### Congestion heat map, run 1

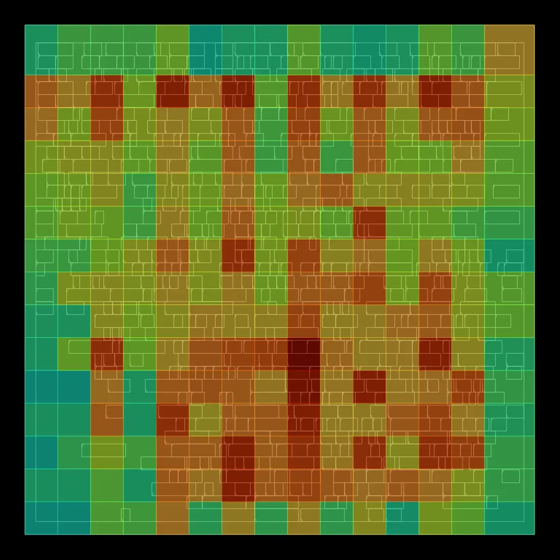
### Metal 3, run 1

Scale: 4 px per µm.
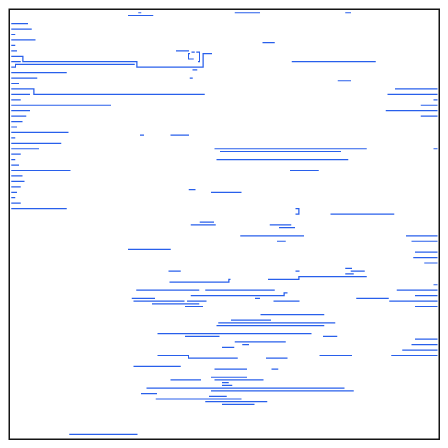
### Sizing map, run 1

Scale: 3 px per µm.
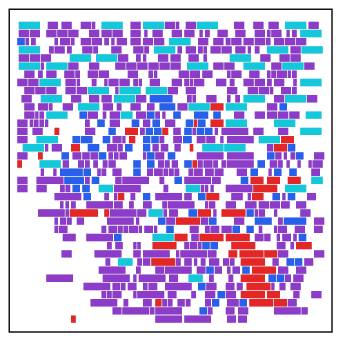
### Selected gate families, run 1

Scale: 3 px per µm.
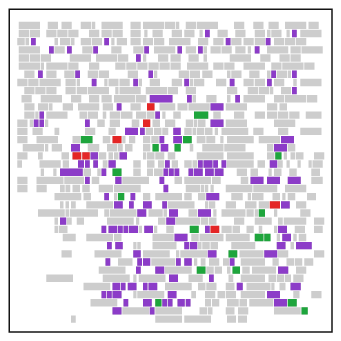
==> src/rtl/regs_wb_arbiter_pkg.sv <==
// Shared constants and types for the register-file writeback arbiter.
// Source identifiers, age-counter width and the hard-wired zero register.
package regs_wb_arbiter_pkg;

  localparam int         AGE_W  = 4;
  localparam logic [4:0] REG_X0 = 5'd0;

  typedef logic [4:0] reg_idx_t;

  typedef enum logic [1:0] {
    REQ_NONE = 2'd0,
    REQ_PIPE = 2'd1,
    REQ_LD   = 2'd2,
    REQ_MD   = 2'd3
  } req_e;

endpackage

==> src/rtl/regs_wb_arbiter_if.sv <==
// Writeback, issue-check and register-file write-port signals of the arbiter.
// The slave modport is the arbiter side; master is the surrounding core.
interface regs_wb_arbiter_if #(
  parameter int XLEN = 32
);
  logic            i_pipe_vld;
  logic [4:0]      i_pipe_rd;
  logic [XLEN-1:0] i_pipe_dat;
  logic            o_pipe_rdy;

  logic            i_ld_vld;
  logic [4:0]      i_ld_rd;
  logic [XLEN-1:0] i_ld_dat;
  logic            o_ld_rdy;

  logic            i_md_vld;
  logic [4:0]      i_md_rd;
  logic [XLEN-1:0] i_md_dat;
  logic            o_md_rdy;

  logic            i_iss_vld;
  logic            i_iss_long;
  logic [4:0]      i_iss_rs1;
  logic [4:0]      i_iss_rs2;
  logic [4:0]      i_iss_rd;
  logic            o_iss_hazard;

  logic            o_we;
  logic [4:0]      o_addr_wr;
  logic [XLEN-1:0] o_dat_wr;

  modport slave (
    input  i_pipe_vld, i_pipe_rd, i_pipe_dat,
    output o_pipe_rdy,
    input  i_ld_vld, i_ld_rd, i_ld_dat,
    output o_ld_rdy,
    input  i_md_vld, i_md_rd, i_md_dat,
    output o_md_rdy,
    input  i_iss_vld, i_iss_long, i_iss_rs1, i_iss_rs2, i_iss_rd,
    output o_iss_hazard,
    output o_we, o_addr_wr, o_dat_wr
  );

  modport master (
    output i_pipe_vld, i_pipe_rd, i_pipe_dat,
    input  o_pipe_rdy,
    output i_ld_vld, i_ld_rd, i_ld_dat,
    input  o_ld_rdy,
    output i_md_vld, i_md_rd, i_md_dat,
    input  o_md_rdy,
    output i_iss_vld, i_iss_long, i_iss_rs1, i_iss_rs2, i_iss_rd,
    input  o_iss_hazard,
    input  o_we, o_addr_wr, o_dat_wr
  );

endinterface

==> src/rtl/regs_wb_arbiter_rr_arb2.sv <==
// Two-way round-robin picker between the load unit (bit 0) and mul/div (bit 1).
// The pointer moves to the other source after every slow grant; reset favours load.
module regs_wb_arbiter_rr_arb2 (
  input  logic       i_clk,
  input  logic       i_rst_n,
  input  logic [1:0] i_req,
  input  logic       i_adv,
  output logic [1:0] o_gnt
);

  logic ptr_q, ptr_d;

  // NOTE: every combinational output gets a default first so no path infers a latch.
  always_comb begin
    o_gnt = i_req;
    if (i_req == 2'b11) o_gnt = ptr_q ? 2'b10 : 2'b01;
    ptr_d = ptr_q;
    if (i_adv) ptr_d = o_gnt[0];
  end

  // NOTE: sequential state uses non-blocking assignments so all flops update together.
  always_ff @(posedge i_clk or negedge i_rst_n) begin
    if (!i_rst_n) ptr_q <= 1'b0;
    else          ptr_q <= ptr_d;
  end

endmodule

==> src/rtl/regs_wb_arbiter.sv <==
// Register-file write-port arbiter: pipeline / load / mul-div writeback sharing,
// starvation aging for slow sources and a pending scoreboard for issue hazards.
module regs_wb_arbiter
  import regs_wb_arbiter_pkg::*;
#(
  parameter int XLEN       = 32,
  parameter int STARVE_MAX = 4
) (
  input  logic               i_clk,
  input  logic               i_rst_n,
  regs_wb_arbiter_if.slave   bus
);

  logic [31:0]      pend_q, pend_d;
  logic [AGE_W-1:0] age_q, age_d;

  logic            slow_any, starved, slow_taken;
  logic [1:0]      slow_gnt;
  req_e            grant;
  reg_idx_t        wr_rd;
  logic [XLEN-1:0] wr_dat;
  logic            hazard;
  logic            set_en, clr_en;

  assign slow_any   = bus.i_ld_vld | bus.i_md_vld;
  assign starved    = slow_any && (age_q >= AGE_W'(STARVE_MAX));
  assign slow_taken = (grant == REQ_LD) || (grant == REQ_MD);

  regs_wb_arbiter_rr_arb2 u_rr (
    .i_clk   (i_clk),
    .i_rst_n (i_rst_n),
    .i_req   ({bus.i_md_vld, bus.i_ld_vld}),
    .i_adv   (slow_taken),
    .o_gnt   (slow_gnt)
  );

  // An aged slow request outranks the pipeline; otherwise the pipeline goes first.
  always_comb begin
    grant = REQ_NONE;
    if (starved)             grant = slow_gnt[0] ? REQ_LD : REQ_MD;
    else if (bus.i_pipe_vld) grant = REQ_PIPE;
    else if (slow_gnt[0])    grant = REQ_LD;
    else if (slow_gnt[1])    grant = REQ_MD;
    if (!i_rst_n)            grant = REQ_NONE;
  end

  always_comb begin
    wr_rd  = REG_X0;
    wr_dat = '0;
    unique case (grant)
      REQ_PIPE: begin wr_rd = bus.i_pipe_rd; wr_dat = bus.i_pipe_dat; end
      REQ_LD:   begin wr_rd = bus.i_ld_rd;   wr_dat = bus.i_ld_dat;   end
      REQ_MD:   begin wr_rd = bus.i_md_rd;   wr_dat = bus.i_md_dat;   end
      default:  ;
    endcase
  end

  assign bus.o_pipe_rdy = (grant == REQ_PIPE);
  assign bus.o_ld_rdy   = (grant == REQ_LD);
  assign bus.o_md_rdy   = (grant == REQ_MD);
  assign bus.o_we       = (grant != REQ_NONE) && (wr_rd != REG_X0);
  assign bus.o_addr_wr  = wr_rd;
  assign bus.o_dat_wr   = wr_dat;

  // Registered pend only: an issue in the clearing cycle still stalls once.
  assign hazard = i_rst_n && bus.i_iss_vld &&
                  (pend_q[bus.i_iss_rs1] | pend_q[bus.i_iss_rs2] | pend_q[bus.i_iss_rd]);
  assign bus.o_iss_hazard = hazard;

  assign set_en = bus.i_iss_vld && bus.i_iss_long && !hazard && (bus.i_iss_rd != REG_X0);
  assign clr_en = slow_taken;

  always_comb begin
    pend_d = pend_q;
    if (clr_en) pend_d[wr_rd]       = 1'b0;
    if (set_en) pend_d[bus.i_iss_rd] = 1'b1;
    pend_d[0] = 1'b0;
  end

  always_comb begin
    age_d = age_q;
    if (!slow_any || slow_taken)       age_d = '0;
    else if (age_q != {AGE_W{1'b1}})   age_d = age_q + 1'b1;
  end

  // NOTE: the 32-bit scoreboard is plain flops, so it is reset directly; no stale hazards survive.
  always_ff @(posedge i_clk or negedge i_rst_n) begin
    if (!i_rst_n) begin
      pend_q <= '0;
      age_q  <= '0;
    end else begin
      pend_q <= pend_d;
      age_q  <= age_d;
    end
  end

`ifndef SYNTHESIS
  a_no_set_clr_same_reg: assert property (@(posedge i_clk) disable iff (!i_rst_n)
    !(set_en && clr_en && (bus.i_iss_rd == wr_rd)));
`endif

endmodule
==> src/flat_wrapper.sv <==
// flat-port wrapper written by rule: the top's interface ports become plain ports
module regs_wb_arbiter_flat import regs_wb_arbiter_pkg::*;
#(
  parameter int XLEN       = 32,
  parameter int STARVE_MAX = 4
)
  (i_clk, i_rst_n, bus_i_pipe_vld, bus_i_pipe_rd, bus_i_pipe_dat, bus_o_pipe_rdy, bus_i_ld_vld, bus_i_ld_rd, bus_i_ld_dat, bus_o_ld_rdy, bus_i_md_vld, bus_i_md_rd, bus_i_md_dat, bus_o_md_rdy, bus_i_iss_vld, bus_i_iss_long, bus_i_iss_rs1, bus_i_iss_rs2, bus_i_iss_rd, bus_o_iss_hazard, bus_o_we, bus_o_addr_wr, bus_o_dat_wr);
  regs_wb_arbiter_if #(.XLEN(XLEN)) bus_i ();
  input  logic i_clk;
  input  logic i_rst_n;
  input wire logic [$bits(bus_i.i_pipe_vld)-1:0] bus_i_pipe_vld;
  input wire logic [$bits(bus_i.i_pipe_rd)-1:0] bus_i_pipe_rd;
  input wire logic [$bits(bus_i.i_pipe_dat)-1:0] bus_i_pipe_dat;
  output wire logic [$bits(bus_i.o_pipe_rdy)-1:0] bus_o_pipe_rdy;
  input wire logic [$bits(bus_i.i_ld_vld)-1:0] bus_i_ld_vld;
  input wire logic [$bits(bus_i.i_ld_rd)-1:0] bus_i_ld_rd;
  input wire logic [$bits(bus_i.i_ld_dat)-1:0] bus_i_ld_dat;
  output wire logic [$bits(bus_i.o_ld_rdy)-1:0] bus_o_ld_rdy;
  input wire logic [$bits(bus_i.i_md_vld)-1:0] bus_i_md_vld;
  input wire logic [$bits(bus_i.i_md_rd)-1:0] bus_i_md_rd;
  input wire logic [$bits(bus_i.i_md_dat)-1:0] bus_i_md_dat;
  output wire logic [$bits(bus_i.o_md_rdy)-1:0] bus_o_md_rdy;
  input wire logic [$bits(bus_i.i_iss_vld)-1:0] bus_i_iss_vld;
  input wire logic [$bits(bus_i.i_iss_long)-1:0] bus_i_iss_long;
  input wire logic [$bits(bus_i.i_iss_rs1)-1:0] bus_i_iss_rs1;
  input wire logic [$bits(bus_i.i_iss_rs2)-1:0] bus_i_iss_rs2;
  input wire logic [$bits(bus_i.i_iss_rd)-1:0] bus_i_iss_rd;
  output wire logic [$bits(bus_i.o_iss_hazard)-1:0] bus_o_iss_hazard;
  output wire logic [$bits(bus_i.o_we)-1:0] bus_o_we;
  output wire logic [$bits(bus_i.o_addr_wr)-1:0] bus_o_addr_wr;
  output wire logic [$bits(bus_i.o_dat_wr)-1:0] bus_o_dat_wr;
  assign bus_i.i_pipe_vld = bus_i_pipe_vld;
  assign bus_i.i_pipe_rd = bus_i_pipe_rd;
  assign bus_i.i_pipe_dat = bus_i_pipe_dat;
  assign bus_o_pipe_rdy = bus_i.o_pipe_rdy;
  assign bus_i.i_ld_vld = bus_i_ld_vld;
  assign bus_i.i_ld_rd = bus_i_ld_rd;
  assign bus_i.i_ld_dat = bus_i_ld_dat;
  assign bus_o_ld_rdy = bus_i.o_ld_rdy;
  assign bus_i.i_md_vld = bus_i_md_vld;
  assign bus_i.i_md_rd = bus_i_md_rd;
  assign bus_i.i_md_dat = bus_i_md_dat;
  assign bus_o_md_rdy = bus_i.o_md_rdy;
  assign bus_i.i_iss_vld = bus_i_iss_vld;
  assign bus_i.i_iss_long = bus_i_iss_long;
  assign bus_i.i_iss_rs1 = bus_i_iss_rs1;
  assign bus_i.i_iss_rs2 = bus_i_iss_rs2;
  assign bus_i.i_iss_rd = bus_i_iss_rd;
  assign bus_o_iss_hazard = bus_i.o_iss_hazard;
  assign bus_o_we = bus_i.o_we;
  assign bus_o_addr_wr = bus_i.o_addr_wr;
  assign bus_o_dat_wr = bus_i.o_dat_wr;
  regs_wb_arbiter #(.XLEN(XLEN), .STARVE_MAX(STARVE_MAX)) u_core (.i_clk(i_clk), .i_rst_n(i_rst_n), .bus(bus_i));
endmodule
==> config.mk <==
export PLATFORM = sky130hd
export DESIGN_NAME = regs_wb_arbiter_flat
export DESIGN_NICKNAME = d
export VERILOG_FILES = /design/src/rtl/regs_wb_arbiter_pkg.sv /design/src/rtl/regs_wb_arbiter_if.sv /design/src/rtl/regs_wb_arbiter_rr_arb2.sv /design/src/rtl/regs_wb_arbiter.sv /design/src/flat_wrapper.sv
export SDC_FILE = /design/constraint.sdc
export NUM_CORES = 1
export LEC_CHECK = 0
export CAP_MARGIN = 20
export CORE_MARGIN = 2
export CORE_UTILIZATION = 35
export DETAILED_ROUTE_END_ITERATION = 10
export PLACE_DENSITY = 0.68
export SETUP_SLACK_MARGIN = 0.1
export SLEW_MARGIN = 10
export SYNTH_ARGS = -nofsm -noshare
export SYNTH_HDL_FRONTEND = slang
export SYNTH_SLANG_ARGS = --single-unit
==> constraint.sdc <==
create_clock -name i_clk -period 3.3 [get_ports i_clk]
set_input_delay 0.66 -clock i_clk [delete_from_list [all_inputs] [get_ports i_clk]]
set_output_delay 0.66 -clock i_clk [all_outputs]
set_load 0.05 [all_outputs]
==> reports/metrics.csv, run 1 <==
metric,value,unit
Synth Instances,426,
CP bufs+invs,2,
Critical Path AT,2.48,ns
clock latency on the worst-skew pair,0.30,ns
CTS tree,built,
crit path cell chain,"or3b_4, nand2_4, mux2_4, o211ai_4, inv_2, or4b_4, buf_8",
fp util,36.0,%
DRC errors left,0,
Sw Ratio,41.3,%
Post-Syn Area,3720,µm²
Synth area leader,dfrtp_1,
kind of launch point of the worst setup path,flop,
status,finished clean,
Synth top cell by count,nand2_1,
pin count of the biggest net entering global routing,39,
Chip Width,107,µm
Crit-path slowest cell,or4b_4,
iteration count of the initial detailed-routing pass,7,
LEAKAGE,2.79,nW
Int Power,0.00141,W
Synth top area share,24.2,%
RSZ-0062 raised after global routing,true,
GPL Wtd Cong,0.903,
final hold violations,0,
Worst-Margin Slew,0.822,ns
Max Root-Sink Buffers,2,
Iter 0 DRT Violations,421,
Pwr Density,365,nW/µm²
Final min period,3.14,ns
CTS buffer count,5,
post-synthesis sequential area ratio,24.2,%
worst hold path class,flop to flop,
Port Buf Inserts,174,
number of global-route vias before repair,4488,
post-synthesis compound-gate area fraction,26.8,%
initial antenna violation count,0,
"Simple Share, Synth",18.8,%
global-route wire length before repair,24500,µm
"Top FF cell, synth",dfrtp_1,
met2 routed WL,7940,µm
register area,902,µm²
"CTS clk-pin slew, worst paths",0.07,ns
crit path kind,flop to output pin,
post-DR vias/cell,5.78,
dpl ws,-0.353,ns
Syn Area/Cell,8.73,µm²
Yosys chip area,3720,µm²
Top area cell types,"dfrtp_1 (24%), mux2i_1 (13%), mux4_2 (9.1%)",
Final Power,0.00240,W
Post-synth top cells,"nand2_1 (54), mux2i_1 (48), o21ai_0 (44)",
Synth flops,36,
share of cells above drive strength 1,27.4,%
distinct lib cells,70,
Gate Area,2660,µm²
final global-route overflow total,0,
I/O pin total,175,
antenna-violating nets left,0,
core area,10300,µm²
Max Cap Viol,0,
"slowest stage delay, CP",0.51,ns
CP top delay family,simple AND/OR/NAND/NOR gates,
M1 WL,6720,µm
Fin Setup TNS,0,ns
top layer in use,met4,
Final Net Count,783,
Root Buffer,clkbuf_8,
final setup vio count,0,
Worst Path Required,2.64,ns
Post-DP HPWL,12900,µm
# clock sinks,36,
P_sw,0.000992,W
synth warn,0,
final worst-path cycle share,95.1,%
Tool Warnings,28,
xor/xnor share,0.235,%
CP Max Fanout,6,
"EDFF count, synth",0,
skew final,0.00710,ns
Max Clk Rate,319,MHz
"Slew Viols, Final",0,
Peak VDD IR,203,µV
Top non-seq family,AND-OR/OR-AND gates,
WL met3,1220,µm
register share of total power,29.4,%
num rows,37,
Fin Hold WS,0.494,ns
power share of the clock group,13.4,%
Setup crit end kind,output pin,
Slew HR,44.8,%
antenna cell count,0,
GRT Total Usage,27.2,%
## Picture notes: 'Congestion heat map'
Finished Core Util: 63.8%
Routed wire per std cell: 20.4 µm
routing usage on met2: 45.0%

## Picture notes: 'Metal 3'
wire length on this layer: 1220 µm
nets with wire on the layer: 119
share of all routed wire: 7.6%
main direction: horizontal
WL final: 16000 µm
vias: 4540
Global Route met3 Usage: 4.13%

## Picture notes: 'Sizing map'
| color | size | cells |
|---|---|---|
| cyan | drive 6 and up | 51 |
| red | drive 2 | 46 |
| purple | drive 1 or less | 472 |
| blue | drive 3 to 4 | 81 |
fin area: 6580 µm²
Final WS setup: 0.162 ns
bufs w/o clock: 248
Area Overhead vs Synth: 76.9%

## Picture notes: 'Selected gate families'
| color | family | cells |
|---|---|---|
| purple | inverting AOI/OAI gates | 137 |
| green | AND and OR gates | 18 |
| red | AND-OR and OR-AND gates | 7 |

==> run 1: sequential cells by signal, summed over array words and instances (netlist names) <==
signal	cells
u_core.age_q	4
u_core.pend_q	31
u_core.u_rr.ptr_q	1
==> run 1: final timing paths <==
kind	from	endpoint	slack [ns]	depth (start not counted)
max in group asynchronous	i_rst_n	u_core.age_q[3]	2.20	3
max reg2reg	u_core.age_q[3]	u_core.pend_q[9]	0.88	7
min	u_core.u_rr.ptr_q	u_core.u_rr.ptr_q	0.49	2
min in group asynchronous	i_rst_n	u_core.pend_q[6]	0.72	3
max	u_core.age_q[3]	bus_o_we	0.16	7
min reg2reg	u_core.u_rr.ptr_q	u_core.u_rr.ptr_q	0.49	2
==> run 1: power groups by stage <==
stage | registers, W | clock network [W] | logic, W
detailed placement | 0.000703 | 0 | 0.00133
finish | 0.000707 | 0.000322 | 0.00137
CTS | 0.000695 | 0.000325 | 0.00136
global route | 0.000716 | 0.000344 | 0.00146
global placement | 0.000696 | 0 | 0.00130
floorplan | 0.000637 | 0 | 0.000730
==> run 1: timing repair <==
item                                    CTS  global route
pin swaps                                 6             6
hold buffers                              0             0
endpoints found under the setup margin   35            21
gates resized                            31            10
buffers inserted                          4             3
==> run 1: worst register-to-register path, cell delays in order (launching register included) <==
cell     delay [ns]
dfrtp_2        0.45
or3b_4         0.43
nand2_4        0.09
mux2_4         0.32
buf_4          0.14
o21a_1         0.32
o41ai_1        0.43
o21ai_1        0.12
==> run 1: cells by family (layout without fill, tap and decap cells) <==
logic type / count (synthesis) / count (layout)
AND-OR/OR-AND: 144 / 144
XOR/XNOR: 1 / 1
adder cells (fa/ha/maj): 1 / 1
buffers and inverters: 45 / 269
flip-flops: 36 / 36
multiplexers: 67 / 67
AND/OR/NAND/NOR: 132 / 132
==> run 1: routing by layer <==
layer / GRT usage, % / vias up
met2: 45.0 / 206
met1: 38.1 / 2228
met3: 4.13 / 15
met4: 5.01 / 0
li1: - / 2091
met5: 0 / -
==> run 1: placed cells by master, fill, tap and decap left out, types with 11 or more instances in the layout <==
cell	synthesis	layout
buf_12	0	43
buf_4	4	70
clkdlybuf4s50_1	0	118
dfrtp_1	36	35
inv_1	11	11
mux2i_1	48	48
mux4_2	15	15
nand2_1	54	53
nor2_1	18	17
o21ai_0	44	13
o21ai_1	26	57
o41ai_1	20	20
==> run 1: stage by stage <==
step | area (µm²) | util, % | std cells
after CTS | 6550 | 63.4 | 783
after floorplan | 3730 | - | 426
after global placement | 6390 | 61.9 | 771
final | 6580 | 63.8 | 786
after global routing | 6580 | 63.8 | 786
after detailed placement | 6390 | 61.9 | 771
==> run 1: cell type report <==
class | instances | area share [%]
clock buffers | 5 | 1.05
clock inverters | 3 | 0.285
inverters | 13 | 0.741
multi-input cells | 345 | 40.4
flip-flops and latches | 36 | 13.7
well taps | 136 | 2.59
repair buffers | 248 | 41.2
--- run 2 (diff from run 1) ---
SLEW_MARGIN = not set   (was 10)
### Congestion heat map, run 2

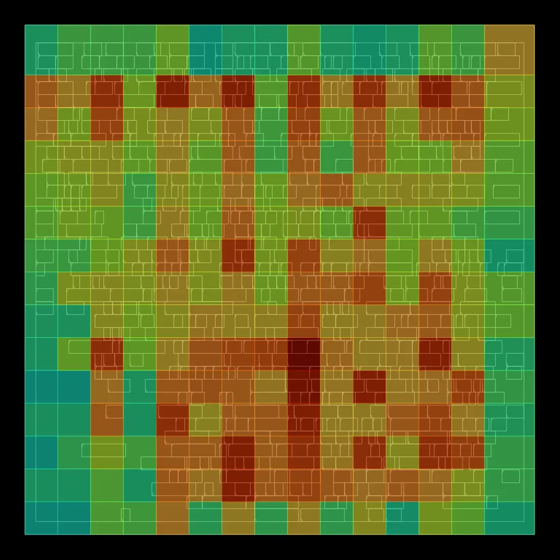
M1 GR Usage: 38.1%
Top Usage Layer GRT: met2
GRT Total Usage: 27.2%

==> reports/metrics.csv, run 2 <==
metric,value,unit,change
status,finished clean,,
share of cells above drive strength 1,27.4,%,unchanged
Final Net Count,783,,unchanged
Max Root-Sink Buffers,2,,unchanged
"EDFF count, synth",0,,unchanged
Reg with most FFs,u_core.pend_q,,
Syn Area/Cell,8.73,µm²,unchanged
post-synthesis sequential area ratio,24.2,%,unchanged
Placed Cells,771,,unchanged
Peak VDD IR,203,µV,unchanged
R2R depth,7,,unchanged
max reg flops,31,,unchanged
post-DR vias/cell,5.78,,unchanged
worst hold path class,flop to flop,,
"Top FF cell, synth",dfrtp_1,,
Synth Instances,426,,unchanged
Post-synth top cells,"nand2_1 (54), mux2i_1 (48), o21ai_0 (44)",,
register area,902,µm²,unchanged
Top Registers,"u_core.pend_q: 31 flops, u_core.age_q: 4 flops, u_core.u_rr.ptr_q: 1 flops",,
Setup crit end kind,output pin,,
Worst Path Required,2.64,ns,about the same
Die Area,11500,µm²,
flop2flop setup slack,0.88,ns,about the same
kind of launch point of the worst setup path,flop,,
antenna-violating nets left,0,,unchanged
Synth area leader,dfrtp_1,,
Final min period,3.14,ns,unchanged
Synth flops,36,,unchanged
Routed wire per std cell,20.4,µm,unchanged
Pwr Density,365,nW/µm²,unchanged
global-route wire length before repair,24500,µm,unchanged
skew final,0.00710,ns,unchanged
Fin Hold WS,0.494,ns,unchanged
Hold Path End,u_core.u_rr.ptr_q,,
final cell count without fillers,786,,unchanged
Iter 0 DRT Violations,421,,unchanged
P_sw,0.000992,W,unchanged
Area Overhead vs Synth,76.9,%,unchanged
"CTS clk-pin slew, worst paths",0.07,ns,about the same
crit path kind,flop to output pin,,
RSZ-0062 raised after global routing,true,,
Max Cap Viol,0,,unchanged
dpl ws,-0.353,ns,unchanged
final setup vio count,0,,unchanged
Max Clk Rate,319,MHz,unchanged
r2r startpoint,u_core.age_q[3],,
most frequent logic cell in the layout,clkdlybuf4s50_1,,
core area,10300,µm²,unchanged
pin count of the biggest net entering global routing,39,,unchanged
GPL Wtd Cong,0.903,,unchanged
Int Power,0.00141,W,unchanged
CP Max Fanout,6,,unchanged
synth warn,0,,unchanged
antenna cell count,0,,unchanged
register share of total power,29.4,%,about the same
CTS buffer count,5,,unchanged
distinct lib cells,70,,unchanged
Post-Syn Area,3720,µm²,unchanged
Synth top cell by count,nand2_1,,
final global-route overflow total,0,,unchanged
hold depth,2,,unchanged
Synth top area share,24.2,%,unchanged
Post-DP HPWL,12900,µm,unchanged
Top area cell types,"dfrtp_1 (24%), mux2i_1 (13%), mux4_2 (9.1%)",,
Critical Path AT,2.48,ns,about the same
number of global-route vias before repair,4488,,unchanged
Final WS setup,0.162,ns,unchanged
CTS Hold Buffers Added,0,,unchanged
Slew HR,44.8,%,unchanged
fp util,36.0,%,unchanged
Tool Warnings,28,,unchanged
LEAKAGE,2.79,nW,unchanged
DRC errors left,0,,unchanged
Top cells excl fill/tap,"clkdlybuf4s50_1 (118), buf_4 (70), o21ai_1 (57)",,
Root Buffer,clkbuf_8,,
Worst-Margin Slew,0.822,ns,unchanged
final worst-path cycle share,95.1,%,unchanged
"Slew Viols, Final",0,,unchanged
WL final,16000,µm,unchanged
iteration count of the initial detailed-routing pass,7,,unchanged
Sw Ratio,41.3,%,unchanged
num rows,37,,unchanged
I/O pin total,175,,unchanged
initial antenna violation count,0,,unchanged
floorplan net count,560,,
Yosys chip area,3720,µm²,unchanged
Chip Width,107,µm,unchanged
Placed Area,6390,µm²,unchanged
# clock sinks,36,,unchanged
CTS tree,built,,
fin area,6580,µm²,unchanged
power share of the clock group,13.4,%,about the same
clock latency on the worst-skew pair,0.30,ns,about the same
min-delay src,u_core.u_rr.ptr_q,,
final hold violations,0,,unchanged
R2R Path End,u_core.pend_q[9],,
### Sizing map, run 2

Scale: 3 px per µm.
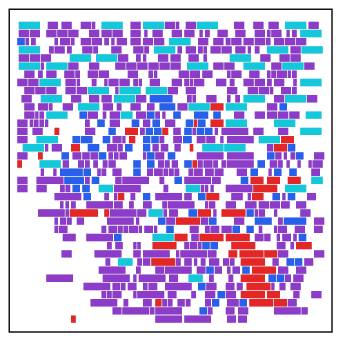
| color | size | cells |
|---|---|---|
| purple | drive 1 or less | 472 |
| blue | drive 3 to 4 | 81 |
| red | drive 2 | 46 |
| cyan | drive 6 and up | 51 |

==> run 2: cell counts in the layout (fill, tap and decap cells not counted) <==
No cell type changed its count.
==> run 2: layer usage <==
layer  vias up  routed length, µm  GRT usage, %
li1       2091                  -             -
met1      2228               6720          38.1
met2       206               7940          45.0
met3        15               1220          4.13
met4         0                145          5.01
met5         -                  0             0
==> run 2: timing repair <==
action                     in CTS  in global routing
pin swaps                       6                  6
gates resized                  31                 10
setup endpoints to repair      35                 21
cloned                          0                  0
setup buffers                   4                  3
==> run 2: power groups by stage <==
stage | clock network (W) | logic, W | registers, W
global placement | 0 | 0.00130 | 0.000696
CTS | 0.000325 | 0.00136 | 0.000695
detailed placement | 0 | 0.00133 | 0.000703
global route | 0.000344 | 0.00146 | 0.000716
floorplan | 0 | 0.000730 | 0.000637
finish | 0.000322 | 0.00137 | 0.000707
==> run 2: final cells by class <==
cell class	count	share of cell area (%)
tap	136	2.59
clock inverter	3	0.285
timing repair buffer	248	41.2
clock buffer	5	1.05
sequential	36	13.7
inverter	13	0.741
multi-input combinational	345	40.4
==> run 2: worst max path at each step <==
stage / startpoint / to / slack, ns / cells after the start
after CTS: bus_i_ld_vld / bus_o_we / 0.11 / 9
after detailed placement: bus_i_pipe_vld / bus_o_we / -0.35 / 8
after global placement: bus_i_pipe_vld / bus_o_we / -0.33 / 8
final: u_core.age_q[3] / bus_o_we / 0.16 / 7
after floorplan: bus_i_pipe_vld / bus_o_we / -0.11 / 6
after global routing: u_core.age_q[3] / bus_o_we / 0.09 / 7
==> run 2: cell families after synthesis <==
family	count (synthesis)	synth area share (%)
buffers and inverters	45	6.36
AND-OR/OR-AND	144	26.8
multiplexers	67	23.2
AND/OR/NAND/NOR	132	18.8
adder cells (fa/ha/maj)	1	0.336
flip-flops	36	24.2
XOR/XNOR	1	0.235
==> run 2: through the flow <==
step / utilization (%) / TNS [ns] / power [W]
finish: 63.8 / 0 / 0.00240
global route: 63.8 / 0 / 0.00252
CTS: 63.4 / 0 / 0.00238
detailed placement: 61.9 / -6.56 / 0.00203
global placement: 61.9 / -5.78 / 0.00200
floorplan: - / -0.108 / 0.00137
==> run 2: worst max-delay path, stage by stage, from the launching register on <==
cell	delay, ns
dfrtp_2	0.45
or3b_4	0.43
nand2_4	0.08
mux2_4	0.32
o211ai_4	0.17
inv_2	0.05
or4b_4	0.51
buf_8	0.17
Power is estimated from default activity; no workload was simulated.
